--- src/rtl/frame_out_fifo.sv ---
// First-word-fall-through output FIFO between the frame generator and its consumer.
// Raises a registered almost-full early enough to absorb the generator's in-flight words.
module frame_out_fifo #(
    parameter int DW           = 16,
    parameter int AW           = 5,
    parameter int AFULL_MARGIN = 6
) (
    input  logic          clk,
    input  logic          reset_n,
    input  logic          flush,
    input  logic          en_in,
    input  logic [DW-1:0] dat_in,
    output logic          fifo_full,
    output logic [DW-1:0] dout,
    output logic          dout_valid,
    input  logic          dout_ready,
    output logic [AW:0]   level,
    output logic          overflow
);
    localparam int           DEPTH    = 2 ** AW;
    localparam logic [AW:0]  DEPTH_C  = (AW+1)'(DEPTH);
    localparam logic [AW:0]  AFULL_TH = (AW+1)'(DEPTH - AFULL_MARGIN);

    logic [DW-1:0] mem [DEPTH];
    logic [AW-1:0] rd_ptr_reg, wr_ptr_reg;
    logic [AW:0]   count_reg, count_next;
    logic          fifo_full_reg, overflow_reg;
    logic          rd, wr, drop;

    // A read in the same cycle frees a slot, so a write at full still lands.
    assign rd   = dout_valid && dout_ready;
    assign wr   = en_in && ((count_reg < DEPTH_C) || rd);
    assign drop = en_in && !wr;

    always_comb begin
        count_next = count_reg;
        case ({wr, rd})
            2'b10:   count_next = count_reg + 1'b1;
            2'b01:   count_next = count_reg - 1'b1;
            default: count_next = count_reg;
        endcase
    end

    always_ff @(posedge clk or negedge reset_n) begin
        if (!reset_n) begin
            rd_ptr_reg    <= '0;
            wr_ptr_reg    <= '0;
            count_reg     <= '0;
            fifo_full_reg <= 1'b0;
            overflow_reg  <= 1'b0;
        end else if (flush) begin
            rd_ptr_reg    <= '0;
            wr_ptr_reg    <= '0;
            count_reg     <= '0;
            fifo_full_reg <= 1'b0;
            overflow_reg  <= 1'b0;
        end else begin
            if (wr) wr_ptr_reg <= wr_ptr_reg + 1'b1;
            if (rd) rd_ptr_reg <= rd_ptr_reg + 1'b1;
            count_reg     <= count_next;
            fifo_full_reg <= (count_next >= AFULL_TH);
            if (drop) overflow_reg <= 1'b1;
        end
    end

    // Storage carries no reset; dout is gated so it reads zero while empty.
    always_ff @(posedge clk) begin
        if (wr && !flush) mem[wr_ptr_reg] <= dat_in;
    end

    assign dout_valid = (count_reg != '0);
    assign dout       = dout_valid ? mem[rd_ptr_reg] : '0;
    assign level      = count_reg;
    assign fifo_full  = fifo_full_reg;
    assign overflow   = overflow_reg;
endmodule

--- config.mk ---
export PLATFORM = sky130hd
export DESIGN_NAME = frame_out_fifo
export DESIGN_NICKNAME = d
export VERILOG_FILES = /design/src/rtl/frame_out_fifo.sv
export SDC_FILE = /design/constraint.sdc
export NUM_CORES = 1
export LEC_CHECK = 0
export ABC_AREA = 1
export CAP_MARGIN = 15
export CORE_ASPECT_RATIO = 2
export CORE_MARGIN = 1.5
export CORE_UTILIZATION = 60
export DETAILED_ROUTE_END_ITERATION = 16
export PLACE_DENSITY = 0.77
export SYNTH_ARGS = -nofsm -noshare
export SYNTH_HDL_FRONTEND = slang
export SYNTH_SLANG_ARGS = --single-unit
--- constraint.sdc ---
create_clock -name clk -period 8.25 [get_ports clk]
set_clock_uncertainty 0.2 [all_clocks]
set_input_delay 1.2375 -clock clk [delete_from_list [all_inputs] [get_ports clk]]
set_output_delay 1.2375 -clock clk [all_outputs]
set_load 0.02 [all_outputs]
### Placement view, run 1

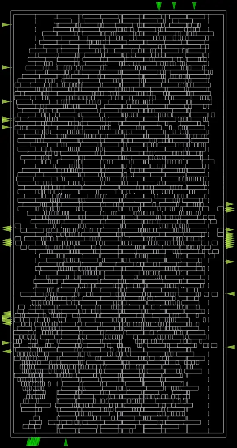
Layout Utilization: 67.4%
Fillers: 2453
Non-Filler Instances: 2324

### Zoomed window, run 1

Window x 49 to 89, y 116 to 156 µm. Cells in grey, sequential cells in the stronger grey; small squares are vias.
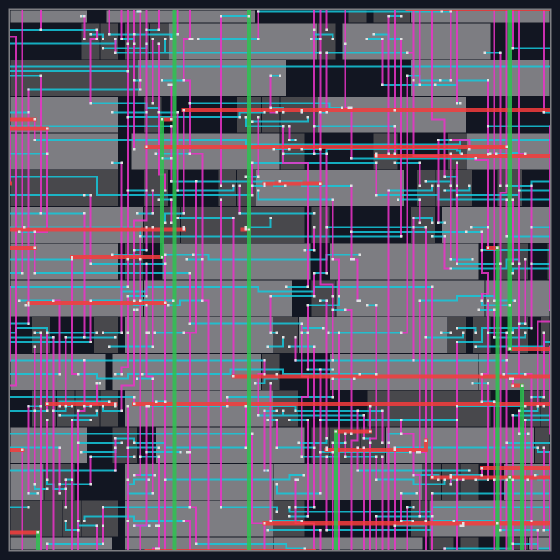
legend:
  magenta:
    layer: M2
  green:
    layer: M4
  red:
    layer: M3
  cyan:
    layer: M1
cells with their middle in the window: 86
netlist names of flops here include: mem (31)
most frequent: edfxtp_1 (31), nor2_1 (25), o21ai_0 (15)
sequential cells in the window: 31

==> flow_summary.toml, run 1 <==
# generated from flow reports
[final_layout]
area_growth_pct = 10.9
largest_reg_flops = 512
antenna_cells = 0
seq_area_um2 = 15800

[floorplan]
rows = 98
fp.dieH_um = 272
die_w_um = 137
die_area_um2 = 37300
fp_util_pct = 60.7

[clocking]
numCtsBuffers = 42
clk_pin_slew_ps = 70
cts_tree = "built"
clock_sinks = 530
ctsResizeCount = 0
cts_root_buffer = "clkbuf_16"
ctsHoldBuffers = 0
clkLatencyLatePin_ps = 550

[min_path]
hold_depth = 2

[yosys]
ys_top_logic_family = "simple AND/OR/NAND/NOR gates"
ys.flops = 530
netlist_instances = 1803
yosys-top-cells-area = "edfxtp_1 (71%), nor2_1 (7.5%), o21ai_0 (6.4%)"
compound_area_share_pct = 10.1
synth.distinct_cells = 29
synth.most_common_cell = "edfxtp_1"
yosysCellCount = 1803
syn_area_per_cell_um2 = 12.0
yosysWarningCount = 0
top_area_cell = "edfxtp_1"
synthAdderAreaFrac_pct = 0.462
simple_gate_area_share_pct = 12.9

[routing]
first_pass_iters = 6
vias = 14556
viasPerCell = 6.26
top_layer = "met4"
antenna_left = 0
route.met3.wl_um = 4470

[place]
buffer_ports.inserted = 45
place_hpwl_um = 31700
place.gp.congestion = 0.825

[final_timing]
fin_setup_tns_ps = 0
fin_crit_sh_pct = 69.1
slew_headroom_pct = 18.4
rsz0062_at_grt = "false"
layout_min_cycle_time_ps = 5700

[power]
internal_power_mw = 4.67
p_clk_mw = 2.00
comb_power_share_pct = 26.3
p_per_area_nw_per_um2 = 286
switching_power_mw = 2.21
power.share.switching_pct = 32.2

[setup_path]
rr_worst_depth = 9
crit_end = "dout[6]"
path_class = "reg2out"
r2r-start = "level[0]"
cp.arrival_ps = 4270

[global_routing]
overflow = 0
grt_start_max_net_pins = 205
grt_pass1_wl_um = 83000

[status]
status = "complete, no violations"
### The metal 2 layer, run 1

(2 px per µm) Cells faint in the background.
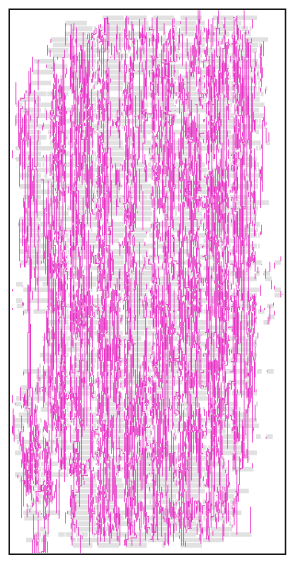
wire length on this layer: 28.3 mm
main direction: vertical

### Wiring by layer, run 1

(2 px per µm) Two of the layers only.
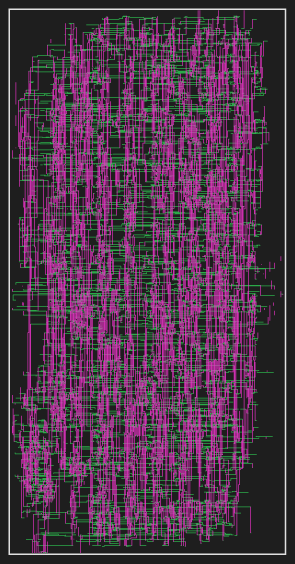
legend:
  magenta:
    layer: M2
    wire_length: 28.3 mm
  green:
    layer: M1
    wire_length: 18700 µm

## run 1: routing by layer
layer	up-vias	track usage, %
met4	0	19.5
met1	7061	35.9
li1	6486	-
met5	-	0
met3	213	4.37
met2	796	51.3
## run 1: layout make-up
cell class,instances,area share (%)
Clock buffer,52,4.62
Clock inverter,24,0.968
Inverter,51,0.817
Multi-Input combinational cell,1117,21.2
Sequential cell,530,65.9
Tap cell,450,2.34
Timing Repair Buffer,100,4.16
## run 1: through the flow
stage / hold WS, ps / area, µm² / setup WS [ps] / instances / util, %
floorplan: 347 / 21700 / 4980 / 1803 / -
global placement: 315 / 22600 / 3100 / 2243 / 63.2
detailed placement: 318 / 22600 / 3040 / 2243 / 63.2
CTS: 335 / 23900 / 2450 / 2319 / 67.0
global route: 380 / 24000 / 2240 / 2324 / 67.4
finish: 336 / 24000 / 2550 / 2324 / 67.4
## run 1: critical path, cell delays in order, from the launching register on
cell,delay (ps)
dfrtp_4,770
inv_6,820
buf_4,610
o21ai_0,150
o22ai_1,160
o21ai_0,120
nor2_1,140
nor2_1,80
nor2_1,180
clkdlybuf4s50_1,640
## run 1: placed cells by master (no fill, tap or decap), types with 3 or more instances in the layout
cell type,Yosys,final
bufinv_16,0,4
nor2_1,431,431
buf_4,9,47
clkbuf_16,0,43
clkinvlp_4,0,5
o22ai_1,64,64
edfxtp_1,512,512
dfrtp_1,18,16
clkbuf_1,53,9
or2_2,10,10
o21ai_0,277,277
nand2_1,175,175
clkinv_2,0,3
o211ai_1,32,32
inv_6,0,3
ha_1,8,8
nand3_1,74,74
o21ai_1,7,7
inv_1,46,46
clkinv_1,2,11
a21oi_1,24,24
buf_16,0,5
buf_12,1,3
clkdlybuf4s50_1,0,45
or2_0,6,6
--- run 2 (diff from run 1) ---
clock period = 5.5 ns   (was 8.25 ns; I/O delays follow)
### Placement view, run 2

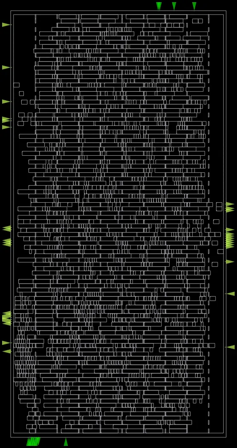
core area: 35700 µm²
Rows: 98

==> run 2 against run 1 <==
- flip-flop count unchanged
- combinational power up 54%
- hold slack better by 9.5 ps
- cell area about the same
- synthesized cell count unchanged
- first-iteration DRC count up 21%
- clock power up 49%
- global-route usage about the same
- via count up 0.60%
- die area unchanged
- total power up 51%
- critical endpoint is now dout[7]
- largest power group unchanged
- highest routed layer unchanged
==> flow_summary.toml, run 2 <==
# generated from flow reports
[setup_path]
path_cells = "inv_6, buf_4, o21ai_0, o22ai_1, o21ai_0, nor2_1, nor2_1, nor2_1, clkdlybuf4s50_1"
rr_worst_depth = 17
path_buffers = 3
path_class = "reg2out"
cp.arrival_ps = 3800
crit_cells = 9
crit_path_top_delay_cell = "dfrtp_4"
crit_family = "buffers and inverters"
crit_top_cell = "nor2_1"
max_stage_delay_ps = 660

[routing]
antenna_left = 0
first_pass_iters = 5
vias = 14643
routedWlPerCell_um = 23.5
drt_wl_total_um = 54900
viasPerCell = 6.27

[final_timing]
setup_viol = 0
slew_headroom_pct = 31.0
fin_setup_tns_ps = 0
fin_crit_sh_pct = 87.7
worst_pin_slew_ps = 1030
layout_min_cycle_time_ps = 4820
rsz0062_at_grt = "false"

[yosys]
syn_area_per_cell_um2 = 12.0
ys.flops = 530
synth.distinct_cells = 29
synth.most_common_cell = "edfxtp_1"
synth_area_um2 = 21700
synthArstFlopShare_pct = 3.40
top_area_cell = "edfxtp_1"
synthAdderAreaFrac_pct = 0.462
ys_seq_share_pct = 73.0
yosysWarningCount = 0
yosys-top-cells-count = "edfxtp_1 (512), nor2_1 (431), o21ai_0 (277)"
syn_nets = 1832
ys_top_logic_family = "simple AND/OR/NAND/NOR gates"
compound_area_share_pct = 10.1
yosys-top-cells-area = "edfxtp_1 (71%), nor2_1 (7.5%), o21ai_0 (6.4%)"
yosysCellCount = 1803
netlist_instances = 1803
simple_gate_area_share_pct = 12.9
edf_count = 512

[final_layout]
final_cells = 2337
largest-register = "mem"
seq_area_um2 = 15800
final_nets = 1885
lay_top_cells = "edfxtp_1 (512), nor2_1 (431), o21ai_0 (277)"
drive_above_1_share_pct = 7.63
post-route-util_pct = 67.3
n_fill_cell = 2470
layout_top_cell = "edfxtp_1"
largest_reg_flops = 512
area_growth_pct = 10.9
antenna_cells = 0

[power]
p_per_area_nw_per_um2 = 432
p_leak_nw = 8.23
ir_drop_v = 0.000353

[run]
maxCapViolations = 0

[floorplan]
die_area_um2 = 37300
fp.dieH_um = 272
fp_util_pct = 60.7
ioPinCount = 46
die_w_um = 137

[clocking]
cts_root_buffer = "clkbuf_16"
cts_tree = "built"
clkLatencyLatePin_ps = 540
cts_buffer_depth = 3
ctsResizeCount = 0
clk_pin_slew_ps = 60
clock_sinks = 530
htree_levels = 2
ctsHoldBuffers = 0
numCtsBuffers = 42

[global_routing]
grt_pass1_vias = 14800
grt_pass1_wl_um = 83100
grt_start_max_net_pins = 169
overflow = 0

[min_path]
hold_path.class = "reg2reg"
hold_depth = 2

[place]
place_hpwl_um = 32500
post-place-cells = 2262
place.gp.congestion = 0.868
buffer_ports.inserted = 45

[status]
status = "complete, no violations"
-- run 2: per-stage QoR --
step | hold WS (ps) | worst slack (ps) | cell area [µm²] | total power [mW]
finish | 345 | 677 | 24000 | 10.4
CTS | 348 | 740 | 24000 | 10.4
floorplan | 329 | 2650 | 21700 | 6.50
detailed placement | 335 | 1320 | 22700 | 7.44
global route | 392 | 577 | 24000 | 10.8
global placement | 318 | 1430 | 22700 | 7.36
-- run 2: routing by layer --
metal	up-vias	global-route usage [%]	part of all wire (%)
li1	6515	-	-
met5	-	0	0
met2	790	51.8	52
met3	201	3.32	7.8
met1	7137	37.4	34
met4	0	17.0	5.7
-- run 2: logic make-up (layout without fill, tap and decap cells) --
logic type                 after synthesis  in the layout
AOI/OAI and AO/OA                      404            404
xor gates and xnor gates                 1              1
adders and majority gates                8              8
buffers and inverters                  156            240
DFF                                    530            530
and+or+nand+nor                        704            704
-- run 2: layout make-up --
class                      count  area share [%]
inverter                      51           0.818
clock inverter                26           0.901
tap                          450            2.34
multi-input combinational   1117            21.2
clock buffer                  49            4.57
timing repair buffer         114            4.24
sequential                   530            65.9
-- run 2: worst paths after layout --
check                              start       endpoint  slack, ps
max in group asynchronous        reset_n  rd_ptr_reg[1]       3790
hold / removal                  overflow       overflow        350
min in group asynchronous        reset_n       level[2]        610
hold reg to reg                 overflow       overflow        350
setup / recovery           rd_ptr_reg[0]        dout[7]        680
setup reg to reg                level[0]      fifo_full       1640
-- run 2: power breakdown --
group / total [mW] / switching [mW] / internal, mW
Clock: 2.97 / 1.36 / 1.62
Combinational: 2.78 / 1.87 / 0.910
Sequential: 4.62 / 0.136 / 4.48
Total: 10.4 / 3.36 / 7.01
--- run 3 (diff from run 2) ---
CORE_UTILIZATION = 56   (was 60)
PLACE_DENSITY = 0.76   (was 0.77)
clock period = 4 ns   (was 5.5 ns; I/O delays follow)
### The metal 2 layer, run 3

(1.5 px per µm) Cells faint in the background.
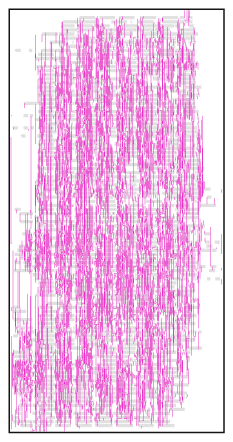
longest straight run: 83.4 µm
wire length on this layer: 30.1 mm
main direction: vertical

==> run 3 against run 2 <==
- cell area up 2.7%
- flip-flop count unchanged
- critical path depth is 1 higher
- worst setup slack lost 630 ps
==> flow_summary.toml, run 3 <==
# generated from flow reports
[routing]
drt_wl_total_um = 59600
vias = 14983
antenna_left = 0
first_pass_iters = 8
drt_iter0_markers = 2021
drc = 0
viasPerCell = 6.15
routedWlPerCell_um = 24.5

[setup_path]
r2r-start = "level[1]"
critPathLaunchType = "flip-flop"
timing.rr.end = "fifo_full"
crit_start = "rd_ptr_reg[1]"
crit_end = "dout[3]"
worst_setup_path_end_kind = "output pin"
cp.arrival_ps = 3150
rr_worst_depth = 17
cp.required_ps = 3200
reg2reg_slack_ps = 910
cp_max_fo = 28
path_class = "reg2out"

[yosys]
synth.distinct_cells = 29
synth_area_um2 = 21700
netlist_instances = 1803
ys_seq_share_pct = 73.0
top_area_share_pct = 70.9
yosysCellCount = 1803
syn_area_per_cell_um2 = 12.0
synthArstFlopShare_pct = 3.40
edf_count = 512
synth.most_common_cell = "edfxtp_1"
yosysWarningCount = 0
syn_nets = 1832
top_area_cell = "edfxtp_1"
ff_type = "edfxtp_1"
yosys-top-cells-area = "edfxtp_1 (71%), nor2_1 (7.5%), o21ai_0 (6.4%)"
ys_area_um2 = 21700
yosys-top-cells-count = "edfxtp_1 (512), nor2_1 (431), o21ai_0 (277)"
ys.flops = 530

[place]
buffer_ports.inserted = 45
place.gp.congestion = 0.854
placed_area_um2 = 23100
place_hpwl_um = 35600

[min_path]
min_from = "overflow"
hold_path.class = "reg2reg"
hold_depth = 2
min_to = "overflow"

[power]
comb_power_share_pct = 28.6
p_seq_share_pct = 42.1
switching_power_mw = 4.88
power.share.clock_pct = 29.2
power.share.switching_pct = 32.7
power_mw = 14.9
internal_power_mw = 10.0
ir_drop_v = 0.000505
p_leak_nw = 8.60
p_per_area_nw_per_um2 = 605

[final_timing]
hold_viol = 0
fin_crit_sh_pct = 98.7
setup_viol = 0
drv_slew = 0
fmax_mhz = 253
layout_min_cycle_time_ps = 3950
worst_pin_slew_ps = 985
slew_headroom_pct = 34.1

[final_layout]
drive_above_1_share_pct = 9.79
seq_cell_count = 530
area_growth_pct = 13.9
nNonClkBuffers = 144
nClkBuffers = 48
fin_area_um2 = 24700
antenna_cells = 0
final_nets = 1917
comb_share_pct = 20.7
largest-register = "mem"
largest_class = "registers"
largest_reg_flops = 512
num-multi-input-gates = 1117
seq_area_um2 = 15800
n_fill_cell = 2734
lay_top_cells = "edfxtp_1 (512), nor2_1 (429), o21ai_0 (277)"
logic_area_um2 = 5120
nonClkBufAreaFrac_pct = 5.85
layout_top_cell = "edfxtp_1"
clk_share_pct = 5.83
nNonClkInverters = 51
seq_share_pct = 64.1

[clocking]
clk_pin_slew_ps = 70
htree_levels = 2
cts_root_buffer = "clkbuf_16"
cts_tree = "built"
cts_buffer_depth = 3
ctsHoldBuffers = 0
clkLatencyLatePin_ps = 560
numCtsBuffers = 44
clock_sinks = 530

[floorplan]
die_area_um2 = 40000
die_w_um = 142
fp_util_pct = 57.0
rows = 101
tap_cells = 515
ioPinCount = 46
fp.dieH_um = 281
core_um2 = 38000

[global_routing]
grt_usage_pct = 30.3
grt_antenna_before_repair = 1
grt_start_max_net_pins = 90
grt_pass1_vias = 14872
grt_pass1_wl_um = 88100
overflow = 0

[run]
maxCapViolations = 0
warnings = 31

[status]
status = "complete, no violations"
## run 3: cell counts after synthesis
No cell type changed its count.
## run 3: critical path, stage by stage (launching register included)
cell	delay [ps]
dfrtp_4	600
inv_2	160
bufbuf_16	350
nor2_1	100
o21ai_0	100
a21oi_1	210
nor2_1	70
nand2_1	70
nand2_1	60
nor2_1	200
clkdlybuf4s50_1	640
## run 3: per-stage QoR
step | setup slack (ps) | TNS, ps | hold WS [ps] | utilization [%] | instances
floorplan | 1160 | 0 | 104 | - | 1803
global placement | 450 | 0 | 314 | 60.7 | 2353
detailed placement | 434 | 0 | 331 | 60.7 | 2354
CTS | -52.3 | -52.3 | 345 | 64.7 | 2434
global route | -19.8 | -23.4 | 352 | 64.9 | 2435
finish | 50.7 | 0 | 334 | 64.9 | 2435
## run 3: logic make-up (layout without fill, tap and decap cells)
group / count (synthesis) / in the layout / share of synthesized area [%]
compound gates: 404 / 404 / 10.1
buf+inv: 156 / 273 / 3.48
fa+ha+maj: 8 / 8 / 0.462
flops: 530 / 530 / 73.0
xor+xnor: 1 / 1 / 0.0404
simple gates: 704 / 704 / 12.9
## run 3: routing by layer
layer,wire [µm],track usage (%),part of all wire [%],vias to the layer above
met2,30100,51.4,50,923
met5,0,0,0,-
met4,4810,21.6,8.1,0
li1,-,-,-,6578
met1,19800,35.7,33,7232
met3,4860,3.56,8.2,250
## run 3: what timing repair did
item	4_1_cts	5_1_grt
gates resized	8	14
setup buffers	1	0
endpoints found under the hold margin	0	0
pin swaps	1	0
setup endpoints to repair	4	10
gates cloned	1	1
## run 3: power by group through the flow
stage	Clock (mW)	Sequential, mW	Combinational (mW)
detailed placement	0	6.40	4.11
global route	4.59	6.29	4.61
floorplan	0	6.38	2.55
finish	4.36	6.29	4.27
global placement	0	6.40	4.00
CTS	4.38	6.27	4.19
Power is estimated from default activity; no workload was simulated.
